$ cat config.mk
export PLATFORM = sky130hd
export DESIGN_NAME = toggle_event_detector
export DESIGN_NICKNAME = d
export VERILOG_FILES = /design/src/rtl/toggle_cov_pkg.sv /design/src/rtl/toggle_popcount.sv /design/src/rtl/toggle_event_detector.sv
export SDC_FILE = /design/constraint.sdc
export NUM_CORES = 1
export LEC_CHECK = 0
export ABC_AREA = 1
export CORE_UTILIZATION = 49
export DETAILED_ROUTE_END_ITERATION = 6
export GPL_ROUTABILITY_DRIVEN = 0
export PLACE_DENSITY_LB_ADDON = 0.15
export SYNTH_ARGS = -nofsm -noshare
export SYNTH_HDL_FRONTEND = slang
export SYNTH_SLANG_ARGS = --single-unit
$ cat constraint.sdc
create_clock -name clock -period 6.8 [get_ports clock]
set_input_delay 1.36 -clock clock [delete_from_list [all_inputs] [get_ports clock]]
set_output_delay 1.36 -clock clock [all_outputs]
set_load 0.02 [all_outputs]
$ cat src/rtl/toggle_cov_pkg.sv
// Shared constants and helpers for toggle coverage: point numbering and count sizing.
package toggle_cov_pkg;

   localparam int unsigned RISE_OFS = 0;
   localparam int unsigned FALL_OFS = 1;

   // Coverage point index of an edge on a monitored bit.
   function automatic int unsigned point_idx(input int unsigned bit_i, input int unsigned ofs);
      return 2 * bit_i + ofs;
   endfunction

   // Bits needed to hold a count of 0..2*w distinct points.
   function automatic int unsigned cnt_width(input int unsigned w);
      return $clog2(2 * w + 1);
   endfunction

endpackage

$ cat src/rtl/toggle_popcount.sv
// Combinational population count of an N-bit vector.
module toggle_popcount #(
   parameter int unsigned N  = 62,
   parameter int unsigned CW = $clog2(N + 1)
) (
   input  logic [N-1:0]  bits_i,
   output logic [CW-1:0] count_o_c
);

   logic [N-1:0] shift_c;

   // Shift-and-accumulate keeps every select constant.
   always_comb begin
      count_o_c = '0;
      shift_c   = bits_i;
      for (int unsigned i = 0; i < N; i++) begin
         count_o_c = count_o_c + CW'(shift_c[0]);
         shift_c   = shift_c >> 1;
      end
   end

endmodule

$ cat src/rtl/toggle_event_detector.sv
// Per-bit rise/fall detector with sticky hit mask, registered event pulses
// and a running count of distinct coverage points hit.
module toggle_event_detector
   import toggle_cov_pkg::*;
#(
   parameter int unsigned WIDTH     = 31,
   parameter bit          ONCE_ONLY = 1'b1
) (
   input  logic                          clock,
   input  logic                          reset,
   input  logic [WIDTH-1:0]              sig,
   input  logic                          clear,
   output logic [2*WIDTH-1:0]            valid,
   output logic [cnt_width(WIDTH)-1:0]   covered_count,
   output logic                          all_covered
);

   localparam int unsigned NPTS = 2 * WIDTH;
   localparam int unsigned CW   = cnt_width(WIDTH);

   logic [WIDTH-1:0] prev_q;
   logic             hist_q;
   logic [NPTS-1:0]  mask_q,  mask_d;
   logic [NPTS-1:0]  valid_q, valid_d;
   logic [CW-1:0]    count_q, count_d;
   logic             all_q,   all_d;

   logic [NPTS-1:0]  det_c;
   logic [NPTS-1:0]  base_mask_c;
   logic [NPTS-1:0]  new_hits_c;
   logic [CW-1:0]    base_count_c;
   logic [CW-1:0]    new_cnt_c;

   // Interleave rise/fall detections into the point vector.
   for (genvar g = 0; g < WIDTH; g++) begin : g_det
      assign det_c[point_idx(g, RISE_OFS)] = hist_q & ~prev_q[g] &  sig[g];
      assign det_c[point_idx(g, FALL_OFS)] = hist_q &  prev_q[g] & ~sig[g];
   end

   toggle_popcount #(
      .N  (NPTS),
      .CW (CW)
   ) u_popcount (
      .bits_i    (new_hits_c),
      .count_o_c (new_cnt_c)
   );

   // Clear empties the mask before this cycle's detections are judged.
   always_comb begin
      base_mask_c  = clear ? '0 : mask_q;
      base_count_c = clear ? '0 : count_q;
      new_hits_c   = det_c & ~base_mask_c;
      mask_d       = base_mask_c | det_c;
      count_d      = base_count_c + new_cnt_c;
      all_d        = (count_d == CW'(NPTS));
      valid_d      = ONCE_ONLY ? new_hits_c : det_c;
   end

   always_ff @(posedge clock) begin
      if (reset) begin
         prev_q  <= '0;
         hist_q  <= 1'b0;
         mask_q  <= '0;
         valid_q <= '0;
         count_q <= '0;
         all_q   <= 1'b0;
      end else begin
         prev_q  <= sig;
         hist_q  <= 1'b1;
         mask_q  <= mask_d;
         valid_q <= valid_d;
         count_q <= count_d;
         all_q   <= all_d;
      end
   end

   assign valid         = valid_q;
   assign covered_count = count_q;
   assign all_covered   = all_q;

endmodule

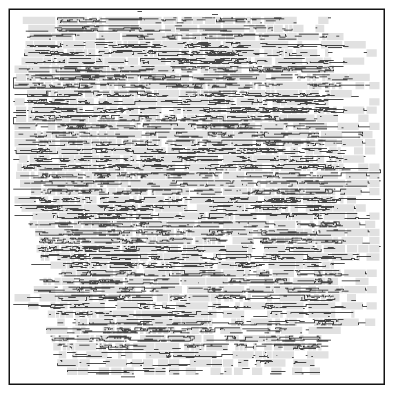
*M1 wires, run 1*
(3 px per um)
main direction: horizontal
nets with wire on the layer: 1260
share of all routed wire: 38%

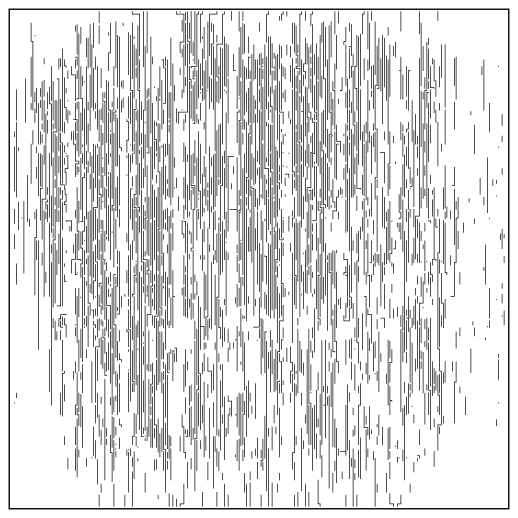
*Signal wires on met2, run 1*
(4 px per um)
wire length on this layer: 12200 um
longest straight run: 39.8 um
global routing met2 resource utilization: 50.2%
vias: 7276
Final Routed Wirelength: 25000 um

==> run summary, run 1 <==
This memo summarizes the results of the implementation run.

Status
The final reports fail on setup timing. The flow ran to the end, but the final reports show violations.

Clock tree
The clock slew seen by the registers of the worst setup and hold paths is 0.06 ns. The count of H-tree levels built during CTS is 4. Gates resized during post-CTS repair numbered 79. Per the TritonCTS log, the buffer count is 17. CTS saw 163 sinks.

Power
The flow reports power dissipated in combinational cells as approximately 1.9 mW. The overall power after layout is 3.99 mW. The power group with the largest share is combinational logic. Per report_power, the combinational group accounts for 46.8% of the total. The worst-case vdd ir drop is 364 uV. The switching power as a share of total power is 35.4%. The power density of the placed cells is 346 nW/um^2. The sequential cell fraction of total power is 26.0%.

Global routing
The first global-routing pass estimated ~36000 um of wire. The number of antenna violations at the first check in global routing is 0. On met1, the global router reports a usage of 34.6%. Per the GRT congestion report, total overflow comes to 0.

Yosys
Ranked by total cell area, the synthesized netlist is headed by sky130_fd_sc_hd__dfxtp_1 (44%), sky130_fd_sc_hd__fa_1 (14%), sky130_fd_sc_hd__inv_1 (8.9%), sky130_fd_sc_hd__nand2_1 (6.6%), sky130_fd_sc_hd__nor2_1 (6.1%). The warning tally printed by Yosys for this design is 0. Of the post-synthesis cell area, the part taken by muxes is 0%. The area of the synthesized netlist per yosys stat is between 7000 and 8000 sq um.

The gate-level netlist out of Yosys references 19 unique cell types. Yosys reported that registers with async set or reset make up 0%. The summed instance area of the synthesized netlist is 7350 sq um. The number of nets at floorplan is approximately 980.

The synthesis stats list as the most numerous cell sky130_fd_sc_hd__inv_1.

Run
The total of max-cap violations is 0. The number of warnings reported in the stage logs is 29.

Final timing
Of the available clock period, the critical path in the final layout requires 101%. Setup repair after global routing could not meet its margin everywhere. The setup slack after layout is -0.0982 ns. Across the routed clock network, the largest skew measured is 0.0141 ns. The number of setup violations in the final report is 5.

Per the slew report, the remaining headroom to the max-slew limit stands at 36.0%. At the pin with the least slew margin, the transition time is 0.960 ns. The hold violation count in the final report is 0.

Setup path
Looking at the critical path, the single cell with the biggest stage delay is sky130_fd_sc_hd__fa_1. The timing report lists the critical path depth as 24 cells. STA classifies the critical path endpoint as a flop. STA lists the startpoint of the worst register-to-register path as hist_q$_DFF_P_. The worst setup path is launched from an input port. The critical path starts at clear. The arrival time of data at the worst endpoint is listed as about 7.2 ns.

The number of buffers and inverters on the critical path is 7. For reference, the critical path cell chain is buf_8 > clkinv_8 > buf_12 > buf_12 > nand2_1 > nand2_2 > fa_1 > inv_1 > fa_2 > fa_1 > fa_2 > fa_1 > inv_1 > fa_1 > fa_1 > fa_1 > inv_2 > fa_2 > nand3_1 > nand3_1 > nand2_1 > nor2_2 > nand2_1 > nor2_1. Measured in cells, the most critical reg-to-reg path has a length of 20.

Layout
The fraction of final cell area spent on non-clock buffers in this run is 26.8%. The number of antenna diodes in the final layout is 0. Per the run report, area growth between synthesis and finish was 56.7%.

The fraction of the core area covered by cells at the end of the flow is 79.0%. Of the cells placed in the final design, the portion with a size suffix greater than 1 is between 30% and 40%.

Floorplanning
The total number of tap cells is 184. The width of the chip is ~120 um. The floorplan step set the die height to 124 um. The total I/O pin count is 103. The core region is around 15000 sq um.

Min path
The cell depth of the worst hold path is 2.

Placement
The placed wire-length estimate is 11700 um.
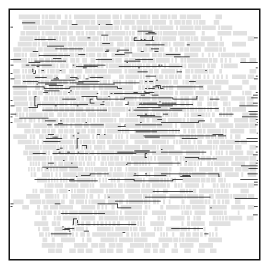
*Met3 routing, run 1*
(2 px per um)
wire length on this layer: 1690 um
share of all routed wire: 6.8%
nets with wire on the layer: 166
main direction: horizontal
met3 track demand over resource in global routing: 7.17%

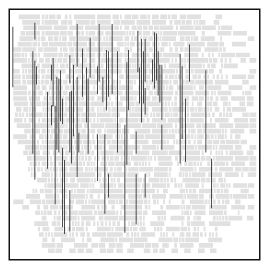
*Met4 routing, run 1*
(2 px per um)
longest straight run: 59.2 um
share of all routed wire: 6.9%
main direction: vertical
wire length on this layer: 1730 um
nets with wire on the layer: 55

==> run 1: per-stage QoR <==
stage	setup WS [ns]	setup TNS (ns)	instance area (sq um)	instances	hold slack (ns)
after floorplan	-0.0867	-0.0867	7370	868	0.450
after global placement	-0.777	-4.27	9230	1223	0.458
after detailed placement	-0.855	-4.75	9230	1223	0.462
after CTS	-0.0650	-0.117	11200	1414	0.472
after global routing	-0.249	-0.882	11500	1421	0.492
final	-0.0982	-0.209	11500	1421	0.470
==> run 1: kinds of logic (layout without fill, tap and decap cells) <==
logic type,after synthesis,count (layout)
AND-OR/OR-AND,65,65
XOR/XNOR,1,1
adder cells (fa/ha/maj),77,77
buffers and inverters,207,576
flip-flops,163,163
AND/OR/NAND/NOR,355,355
==> run 2: changes to the inputs <==
PLACE_DENSITY = 0.76   (was default)
PLACE_DENSITY_LB_ADDON = default   (was 0.15)
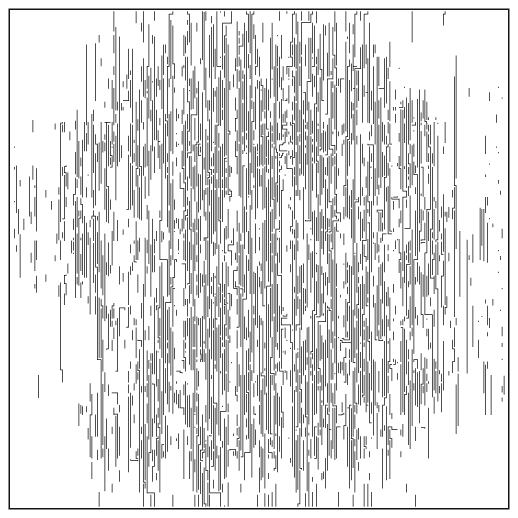
*Signal wires on met2, run 2*
(4 px per um)
longest straight run: 49.5 um
nets with wire on the layer: 1105
wire length on this layer: 11900 um
share of all routed wire: 49%
main direction: vertical
vias: 7000
global routing met2 resource utilization: 44.8%
Final Routed Wirelength: 24100 um

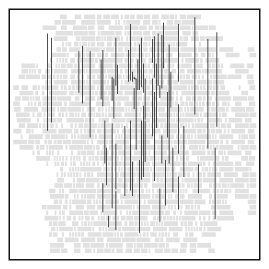
*Met4 routing, run 2*
(2 px per um)
longest straight run: 59.2 um
share of all routed wire: 6.3%
nets with wire on the layer: 57
main direction: vertical
wire length on this layer: 1530 um

==> run 2 against run 1 <==
  * The run still ends with setup timing left
  * Power down 1.6%
  * Via count down 3.8%
  * First-iteration DRC count up 38%
  * Clock skew down 0.00094 ns
  * Synthesized cell count unchanged
  * Combinational power about the same
  * Area after synthesis unchanged
  * Worst hold slack better by 0.0023 ns
  * Routed wire length down 3.8%
  * Critical path type unchanged
  * Setup slack worse by 0.30 ns
  * Utilization down 5.3 points
  * Non-clock buffer count down 91
==> run summary, run 2 <==
This memo summarizes the results of the implementation run.

Placement
After legalization and detailed placement, the total HPWL measured about 12000 um. The instance count after placement with tap cells included is 1219. Setup slack on the worst path after placement came out at -0.868 ns.

Clock tree
The clock slew seen by the registers of the worst setup and hold paths is 0.07 ns. Once the clock tree was built, the resizer swapped 46 gates to a different size. The total clock buffers created by CTS is 17. The number of sinks handled by clock tree synthesis is 163.

The H-tree was split into 4 levels.

Floorplanning
The core region is 14600 sq um. The total I/O pin count is around 100.

Status
The final reports fail on setup timing. The run finished, with violations left.

Setup path
STA classifies the critical path startpoint as an input port. Counting both buffers and inverters, the worst setup path holds a total of 3. The critical path capture point type is a flop. The report lists the cells along the critical path as dlygate4sd2_1 > inv_2 > nor3_2 > nand2_2 > fa_1 > inv_1 > fa_2 > fa_2 > fa_2 > fa_1 > fa_1 > fa_1 > fa_1 > ha_2 > fa_2 > xor2_2 > nand3_2 > nor2_1 > nand2_1 > nor2_1. The arrival time at the worst endpoint is 7.58 ns. The depth of the critical timing path with buffers and inverters included is 20. Per the timing report, the most critical flop-to-flop path originates at hist_q$_DFF_P_.

The path depth of the worst reg2reg path is 21.

Yosys
The synthesis report lists the most area-consuming cells as sky130_fd_sc_hd__dfxtp_1 (44%), sky130_fd_sc_hd__fa_1 (14%), sky130_fd_sc_hd__inv_1 (8.9%), sky130_fd_sc_hd__nand2_1 (6.6%), sky130_fd_sc_hd__nor2_1 (6.1%). The async set-or-reset flop fraction in the synthesized netlist is 0%. In this run the cell area of the synthesized design comes to 7350 sq um. The post-synthesis cell type with the largest instance count is sky130_fd_sc_hd__inv_1. The stat command in Yosys gives a chip area of 7350 sq um. The number of nets at floorplan is 979. The count of distinct cell types in the synthesized netlist is 19.

Run
The number of logged tool warnings is 29.

Final timing
On the final layout, the worst hold slack is roughly 0.47 ns. Setup repair after global routing could not meet its margin everywhere. Between clock sinks in the finished design, the worst skew comes to 0.0132 ns. Of the available clock period, the critical path in the final layout requires 106%. The setup slack after layout is -0.398 ns.

From the final report, the count of setup violators was given as 7. The worst-case max-slew headroom was logged as about 42%.

Power
The analysis reports a worst IR drop on VDD of 306 uV. The sequential cell fraction of total power is between 20% and 30%. The combinational cell power is 1.90 mW. The share of total power dissipated in combinational logic is about half.

Layout
The relative area change from synthesis to final layout is 46.2%. The fraction of the core area covered by cells at the end of the flow is 73.7%. Of the cells placed in the final design, the portion with a size suffix greater than 1 is 27.3%.

Global routing
The number of antenna violations at the first check in global routing came to 0. The remaining global-route overflow is 0. On met3, the global router reports a usage of 6.49%. The met1 usage is 31.5%.
==> run 2: netlist changes by cell type in the layout (fill, tap and decap cells not counted), moves of 6 or more <==
cell | before | now
sky130_fd_sc_hd__fa_1 | 37 | 43
sky130_fd_sc_hd__buf_6 | 4 | 10
sky130_fd_sc_hd__dlymetal6s2s_1 | 4 | 11
sky130_fd_sc_hd__buf_4 | 257 | 162
sky130_fd_sc_hd__dlygate4sd2_1 | 13 | 7
sky130_fd_sc_hd__fa_2 | 16 | 10
==> run 2: area by class of cell <==
class | instances | area, sq um | share of cell area, %
clock buffers | 23 | 498 | 4.63
well taps | 184 | 230 | 2.14
flip-flops and latches | 163 | 3260 | 30.4
clock inverters | 8 | 98.8 | 0.920
inverters | 176 | 671 | 6.24
multi-input cells | 498 | 3520 | 32.8
repair buffers | 277 | 2460 | 22.9
Power and IR drop assume default switching activity.
